$ cat src/rtl/bus_sink_if.sv
`default_nettype none
// +----------------------------------------------------------------------+
// | Module : bus_sink_if                                                  |
// | Brief  : Capture-side and write-back-side signals of the bus sink.   |
// | Rev    : 1.0  initial release                                        |
// +----------------------------------------------------------------------+
interface bus_sink_if #(
    parameter int DAT_W = 16,
    parameter int RA_W  = 5,
    parameter int NSRC  = 6
);
    logic [DAT_W-1:0] bus_dat;
    logic [NSRC-1:0]  src_oh;
    logic             dst_we;
    logic [RA_W-1:0]  dst_addr;
    logic             wb_rdy;
    logic             wb_vld;
    logic [RA_W-1:0]  wb_addr;
    logic [DAT_W-1:0] wb_dat;
    logic             sink_full;
    logic             col_err;
    logic             ovf_err;
    logic             err_clr;

    modport slave (
        input  bus_dat, src_oh, dst_we, dst_addr, wb_rdy, err_clr,
        output wb_vld, wb_addr, wb_dat, sink_full, col_err, ovf_err
    );

    modport master (
        output bus_dat, src_oh, dst_we, dst_addr, wb_rdy, err_clr,
        input  wb_vld, wb_addr, wb_dat, sink_full, col_err, ovf_err
    );
endinterface
`default_nettype wire

$ cat src/rtl/bus_sink.sv
`default_nettype none
// +----------------------------------------------------------------------+
// | Module : bus_sink                                                     |
// | Brief  : Captures wired-OR result bus into a 2-entry FIFO and drains |
// |          it to the GPRF write port; flags collisions and overflow.   |
// | Rev    : 1.0  initial release                                        |
// +----------------------------------------------------------------------+
module bus_sink #(
    parameter int DAT_W = 16,
    parameter int RA_W  = 5,
    parameter int NSRC  = 6
) (
    input  wire logic     clk,
    input  wire logic     rst_n,
    bus_sink_if.slave     bus
);
    localparam int c_ENT_W = RA_W + DAT_W;

    logic [c_ENT_W-1:0] r_mem [2];
    logic [1:0]         r_cnt;
    logic               r_wr_ptr;
    logic               r_rd_ptr;
    logic               r_vld;
    logic               r_full;
    logic               r_col_err;
    logic               r_ovf_err;

    logic               w_push;
    logic               w_pop;
    logic               w_accept;
    logic               w_col;
    logic               w_ovf;
    logic [1:0]         w_cnt_nxt;
    logic [c_ENT_W-1:0] w_head;

    always_comb begin
        w_push    = bus.dst_we;
        w_pop     = r_vld & bus.wb_rdy;
        w_accept  = w_push & ((r_cnt != 2'd2) | w_pop);
        w_col     = w_push & ~$onehot(bus.src_oh);
        w_ovf     = w_push & ~w_accept;
        w_cnt_nxt = r_cnt + {1'b0, w_accept} - {1'b0, w_pop};
        w_head    = r_mem[r_rd_ptr];
    end

    always_ff @(posedge clk or negedge rst_n) begin
        if (!rst_n) begin
            r_cnt     <= 2'd0;
            r_wr_ptr  <= 1'b0;
            r_rd_ptr  <= 1'b0;
            r_vld     <= 1'b0;
            r_full    <= 1'b0;
            r_col_err <= 1'b0;
            r_ovf_err <= 1'b0;
        end else begin
            r_cnt  <= w_cnt_nxt;
            r_vld  <= (w_cnt_nxt != 2'd0);
            r_full <= (w_cnt_nxt == 2'd2);
            if (w_accept) r_wr_ptr <= ~r_wr_ptr;
            if (w_pop)    r_rd_ptr <= ~r_rd_ptr;
            // a fresh error outranks a simultaneous clear
            if (w_col)             r_col_err <= 1'b1;
            else if (bus.err_clr)  r_col_err <= 1'b0;
            if (w_ovf)             r_ovf_err <= 1'b1;
            else if (bus.err_clr)  r_ovf_err <= 1'b0;
        end
    end

    // storage is deliberately left out of reset
    always_ff @(posedge clk) begin
        if (w_accept) r_mem[r_wr_ptr] <= {bus.dst_addr, bus.bus_dat};
    end

    assign bus.wb_vld    = r_vld;
    assign bus.wb_addr   = r_vld ? w_head[c_ENT_W-1:DAT_W] : '0;
    assign bus.wb_dat    = r_vld ? w_head[DAT_W-1:0]       : '0;
    assign bus.sink_full = r_full;
    assign bus.col_err   = r_col_err;
    assign bus.ovf_err   = r_ovf_err;
endmodule
`default_nettype wire

$ cat src/flat_wrapper.sv
// flat-port wrapper written by rule: the top's interface ports become plain ports
module bus_sink_flat 
#(
    parameter int DAT_W = 16,
    parameter int RA_W  = 5,
    parameter int NSRC  = 6
)
  (clk, rst_n, bus_bus_dat, bus_src_oh, bus_dst_we, bus_dst_addr, bus_wb_rdy, bus_err_clr, bus_wb_vld, bus_wb_addr, bus_wb_dat, bus_sink_full, bus_col_err, bus_ovf_err);
  bus_sink_if #(.DAT_W(DAT_W), .RA_W(RA_W), .NSRC(NSRC)) bus_i ();
  input  wire logic clk;
  input  wire logic rst_n;
  input wire logic [$bits(bus_i.bus_dat)-1:0] bus_bus_dat;
  input wire logic [$bits(bus_i.src_oh)-1:0] bus_src_oh;
  input wire logic [$bits(bus_i.dst_we)-1:0] bus_dst_we;
  input wire logic [$bits(bus_i.dst_addr)-1:0] bus_dst_addr;
  input wire logic [$bits(bus_i.wb_rdy)-1:0] bus_wb_rdy;
  input wire logic [$bits(bus_i.err_clr)-1:0] bus_err_clr;
  output wire logic [$bits(bus_i.wb_vld)-1:0] bus_wb_vld;
  output wire logic [$bits(bus_i.wb_addr)-1:0] bus_wb_addr;
  output wire logic [$bits(bus_i.wb_dat)-1:0] bus_wb_dat;
  output wire logic [$bits(bus_i.sink_full)-1:0] bus_sink_full;
  output wire logic [$bits(bus_i.col_err)-1:0] bus_col_err;
  output wire logic [$bits(bus_i.ovf_err)-1:0] bus_ovf_err;
  assign bus_i.bus_dat = bus_bus_dat;
  assign bus_i.src_oh = bus_src_oh;
  assign bus_i.dst_we = bus_dst_we;
  assign bus_i.dst_addr = bus_dst_addr;
  assign bus_i.wb_rdy = bus_wb_rdy;
  assign bus_i.err_clr = bus_err_clr;
  assign bus_wb_vld = bus_i.wb_vld;
  assign bus_wb_addr = bus_i.wb_addr;
  assign bus_wb_dat = bus_i.wb_dat;
  assign bus_sink_full = bus_i.sink_full;
  assign bus_col_err = bus_i.col_err;
  assign bus_ovf_err = bus_i.ovf_err;
  bus_sink #(.DAT_W(DAT_W), .RA_W(RA_W), .NSRC(NSRC)) u_core (.clk(clk), .rst_n(rst_n), .bus(bus_i));
endmodule
$ cat config.mk
export PLATFORM = sky130hd
export DESIGN_NAME = bus_sink_flat
export DESIGN_NICKNAME = d
export VERILOG_FILES = /design/src/rtl/bus_sink_if.sv /design/src/rtl/bus_sink.sv /design/src/flat_wrapper.sv
export SDC_FILE = /design/constraint.sdc
export NUM_CORES = 1
export LEC_CHECK = 0
export ABC_AREA = 1
export CORE_MARGIN = 10
export CORE_UTILIZATION = 35
export DETAILED_ROUTE_END_ITERATION = 6
export GPL_TIMING_DRIVEN = 0
export PLACE_DENSITY = 0.66
export SETUP_SLACK_MARGIN = 0.4
export SLEW_MARGIN = 30
export SYNTH_ARGS = -nofsm -noshare
export SYNTH_HDL_FRONTEND = slang
export SYNTH_SLANG_ARGS = --single-unit
export TNS_END_PERCENT = 1
$ cat constraint.sdc
create_clock -name clk -period 2.5 [get_ports clk]
set_clock_uncertainty 0.15 [all_clocks]
set_input_delay 0.75 -clock clk [delete_from_list [all_inputs] [get_ports clk]]
set_output_delay 0.75 -clock clk [all_outputs]
set_load 0.01 [all_outputs]
Figure 1. M3 wires.
The bar under the picture is 20 µm long.
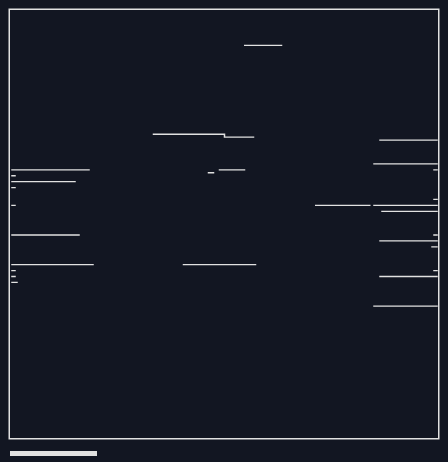
longest straight run: 18.6 µm
main direction: horizontal
nets with wire on the layer: 25
share of all routed wire: 5.2%
met3 demand-to-capacity share in global routing: 0.0317
total wire length: 4.58 mm
routed via count: 1414

Figure 2. Cells colored by class.
Fill, decap, tap and diode cells in gray.
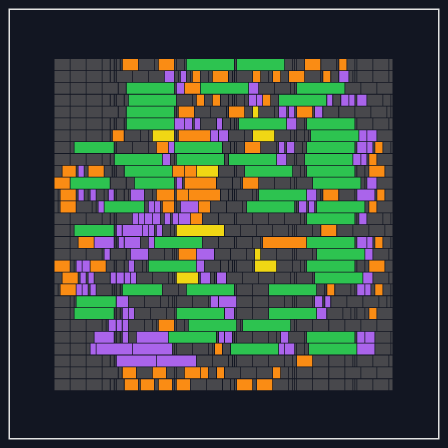
[yellow] clock drivers and dummy loads | cells: 8 | share of their area: 3.7%
[orange] other buffers and delay cells | cells: 70 | share of their area: 21%
[green] flip-flops | cells: 50 | share of their area: 50%
[purple] all other logic | cells: 116 | share of their area: 24%
standard-cell rows: 28
fraction of area in registers: 0.489

==> results.txt <==
Physical implementation.

- The flow ran to the end, and the final reports show no timing, DRC or antenna violations.
- The count of filler cells inserted in the layout is 513.
- The kind of start point of the critical path is a flip-flop.
- Nets still carrying antenna violations after routing amount to 0.
- In the layout the commonest cells are edfxtp_1, clkdlybuf4s50_1, o21ai_1.
- The cell at the root of the clock tree is clkbuf_8.
- The number of global-route vias before repair is 1463.
- Setup repair after global routing could not meet its margin everywhere.
- The placer congestion estimate is 0.691.
- The final timing summary puts the cycle share of the worst path at 0.899.
- The die is about 100 µm tall.
- The wire-length estimate of the detail-placed layout is 3.12 mm.
- The path category of the worst min-delay check is flip-flop to flip-flop.
- According to the report, the first pass of detailed routing completed in 4 iterations.
- Measured against its own limit, the worst slew margin works out to 0.748.
- The worst register-to-register path depth is 10.
- The portion of total power attributed to sequential cells is 0.370.
- Yosys reported a register bit count of 50.
- The worst setup slack for register-to-register paths is ~0.64 ns.
- The die is 98.2 µm wide.
- The synthesized net count is 210.
- Dividing the synthesized area by the synthesized cell count gives 12.6 µm².
- The leakage component of the power was reported as 1.18 nW.
- Entering global routing, the biggest net connects 15 pins.
- The layout summary lists the proportion of cells stronger than drive strength 1 as 0.303.
- The initial utilization of the core area, before any placement, comes to 0.362.
- The number of H-tree levels is 2.
- The buffer count from post-CTS setup fixing is 7.
- For this sky-water flow run, the detailed-routed wirelength per cell is reported as between 10 and 15 µm.
- The dominant power group in this design is combinational logic.
- The number of diodes added for antenna fixing is 0.
- By startpoint and endpoint, the worst setup path is classified as flip-flop to output pin.
- The TritonCTS clock tree is yes.
- Of the total power, the clock network draws 0.163.
- Counting every instance in the synthesized netlist gives 170.
- Per the placement log, port buffering inserted between 50 and 60 buffers.
- The clock network power is 0.538 mW.
- The post-synthesis sequential area ratio is 0.683.
- In this run, CTS created clock tree buffers numbering 5.
- The setup-violating endpoint count in the final report is 0.
- The smallest clock period supported by the final layout is computed as 2.25 ns.
- The tally of unique sky130hd cells used after synthesis is 18.
- The initial DRC count is 32.
- The aggregate global-route resource usage is 0.0952.
- The total power per unit cell area is 1100 nW/µm².
- The maximum clock frequency is 445 MHz.
- The critical hold path startpoint is u_core.r_wr_ptr.
- Summed over all nets, the switching power comes to around 1.2 mW.
- The number of instances resized during post-cts repair is 99.
- Looking at the reg2reg group, the worst path ends at u_core.bus.wb_vld.
- OpenSTA, run right after detailed placement, puts the worst setup slack at -0.246 ns.
- In the hold timing report, the worst path depth is 2.
- The kind of end point of the critical path is an output pin.
- The number of endpoints with negative hold slack in the final report is 0.
- At the worst endpoint, the arrival time is ~1.4 ns.
- According to the finish report, the design has a final net count of 283.
- The summed instance area of the synthesized netlist is 2140 µm².
- Warnings raised by the tools during the run amount to 29.
- The highest ir drop seen on vdd is 0.494 mV.
- The area growth from synthesis to layout is 39.7%.
- In the power breakdown, the internal column shows 2.13 mW.
- In the final report, the number of pins over their slew limit comes to 0.
- The sequential power is 1.22 mW.
- The stat command in Yosys gives a chip area of approximately 2100 µm².
- The measured slew at the worst slew-check pin is 0.378 ns.
- The worst min-delay path endpoint is u_core.r_wr_ptr.
- The clock transition time at the flip-flop clock pins of the worst setup and hold paths is around 0.080 ns.
- STA lists the startpoint of the worst register-to-register path as u_core.bus.wb_vld.
- In this run the standard cell core region covers between 5000 and 6000 µm².
- The Yosys warning count is 0.
- The number of antenna violations at the first check in global routing is 0.
- The worst endpoint required time is roughly 1.6 ns.
- The global route stage reports its total congestion overflow as 0.
- After layout, the worst setup slack is approximately 0.25 ns.
- Pin placement for this block handled 57 I/O pins.
- The switching part of the total power is 0.354.
- The max-capacitance violation count is 0.
- In the routed layout, each cell is associated on average with a via count of approximately 4.4.
- The clock insertion delay at the later pin of the skew report is 0.29 ns.
- The post-synthesis cell count from yosys is 170.
- The finished layout reports a core utilization of 0.505.
- The combinational logic power is about 1.5 mW.
- In the routed design, unresolved DRC markers number 0.
- The share of total power dissipated in combinational logic is 0.467.
- The first global-routing pass estimated between 7 and 8 mm of wire.
- The number of sinks on the clock net is 50.
- Of all nets on the critical path, the largest fanout is 5.
- Per the cell usage report, the commonest logic cell in the layout is edfxtp_1.
- The die area is 9650 µm².
- The post-CTS hold buffer count recorded in the log is 0.
- The number of buffers on the longest clock path is 2.
[metal layers]
metal / wire (µm) / global-route usage
met2: 2450 / 0.168
met5: 0 / 0
met4: 58 / 0.0331
met3: 238 / 0.0317
met1: 1830 / 0.104
[metrics by stage]
step / power (mW) / std cells / TNS (ns) / hold WS (ns) / instance area, µm²
floorplan: 2.06 / 170 / 0 / 0.292 / 2180
global placement: 2.75 / 301 / -15.63 / 0.304 / 2840
detailed placement: 2.78 / 301 / -8.34 / 0.315 / 2840
CTS: 3.34 / 319 / 0 / 0.335 / 2980
global route: 3.56 / 319 / 0 / 0.377 / 2990
finish: 3.30 / 319 / 0 / 0.333 / 2990
[logic make-up (layout without fill, tap and decap cells)]
| family | count (synthesis) | in the layout | synth area share |
|---|---|---|---|
| AND-OR/OR-AND | 22 | 22 | 0.0514 |
| buffers and inverters | 23 | 96 | 0.0602 |
| flip-flops | 50 | 50 | 0.683 |
| AND/OR/NAND/NOR | 66 | 67 | 0.148 |
| adder cells (fa/ha/maj) | 8 | 8 | 0.0538 |
| XOR/XNOR | 1 | 1 | 0.00409 |
[registers in the layout (all words and copies together) (netlist names)]
register / flops
u_core.r_mem: 42
u_core.r_cnt: 2
u_core.bus.col_err: 1
u_core.bus.ovf_err: 1
u_core.bus.sink_full: 1
u_core.bus.wb_vld: 1
u_core.r_rd_ptr: 1
u_core.r_wr_ptr: 1
[cell type report]
class,instances,area (µm²),area share
plain buffers,6,73.8,0.0247
multi-input cells,98,632,0.211
well taps,75,93.8,0.0314
clock buffers,7,76.3,0.0255
repair inverters,1,7.51,0.00251
inverters,17,67.6,0.0226
flip-flops and latches,50,1460,0.489
repair buffers,64,548,0.183
clock inverters,1,30.0,0.0100
[synthesized netlist by cell type]
cell type / number / area (µm²)
o21ai_0: 1 / 5.00
inv_1: 16 / 60.1
nand3_2: 1 / 10.0
nor2_2: 20 / 125
nand3_1: 4 / 20.0
dfrtp_1: 8 / 200
o21ai_1: 21 / 105
nor2_4: 1 / 11.3
buf_2: 2 / 10.0
buf_12: 2 / 40.0
nand2_1: 16 / 60.1
nor2_1: 24 / 90.1
inv_2: 1 / 3.75
edfxtp_1: 42 / 1260
buf_4: 2 / 15.0
ha_1: 6 / 75.1
xor2_1: 1 / 8.76
fa_1: 2 / 40.0
[worst max-delay path, cell delays in order, from the launching register on]
cell and delay (ns):
dfrtp_1 0.41, inv_2 0.10, buf_6 0.14, buf_16 0.12, nor2_4 0.03, nor2_2 0.11
buf_2 0.14
[worst max-delay path by stage]
stage                         start             endpoint  slack [ns]  depth (start not counted)
floorplan             bus_src_oh[4]   u_core.bus.col_err        0.38                          7
global placement         bus_wb_rdy  u_core.r_mem[1][11]       -0.49                          5
detailed placement       bus_wb_rdy   u_core.r_mem[0][7]       -0.25                          5
CTS                 u_core.r_rd_ptr        bus_wb_dat[2]        0.25                          6
global route        u_core.r_rd_ptr        bus_wb_dat[2]        0.17                          6
finish              u_core.r_rd_ptr        bus_wb_dat[2]        0.25                          6
Power and IR drop assume default switching activity.
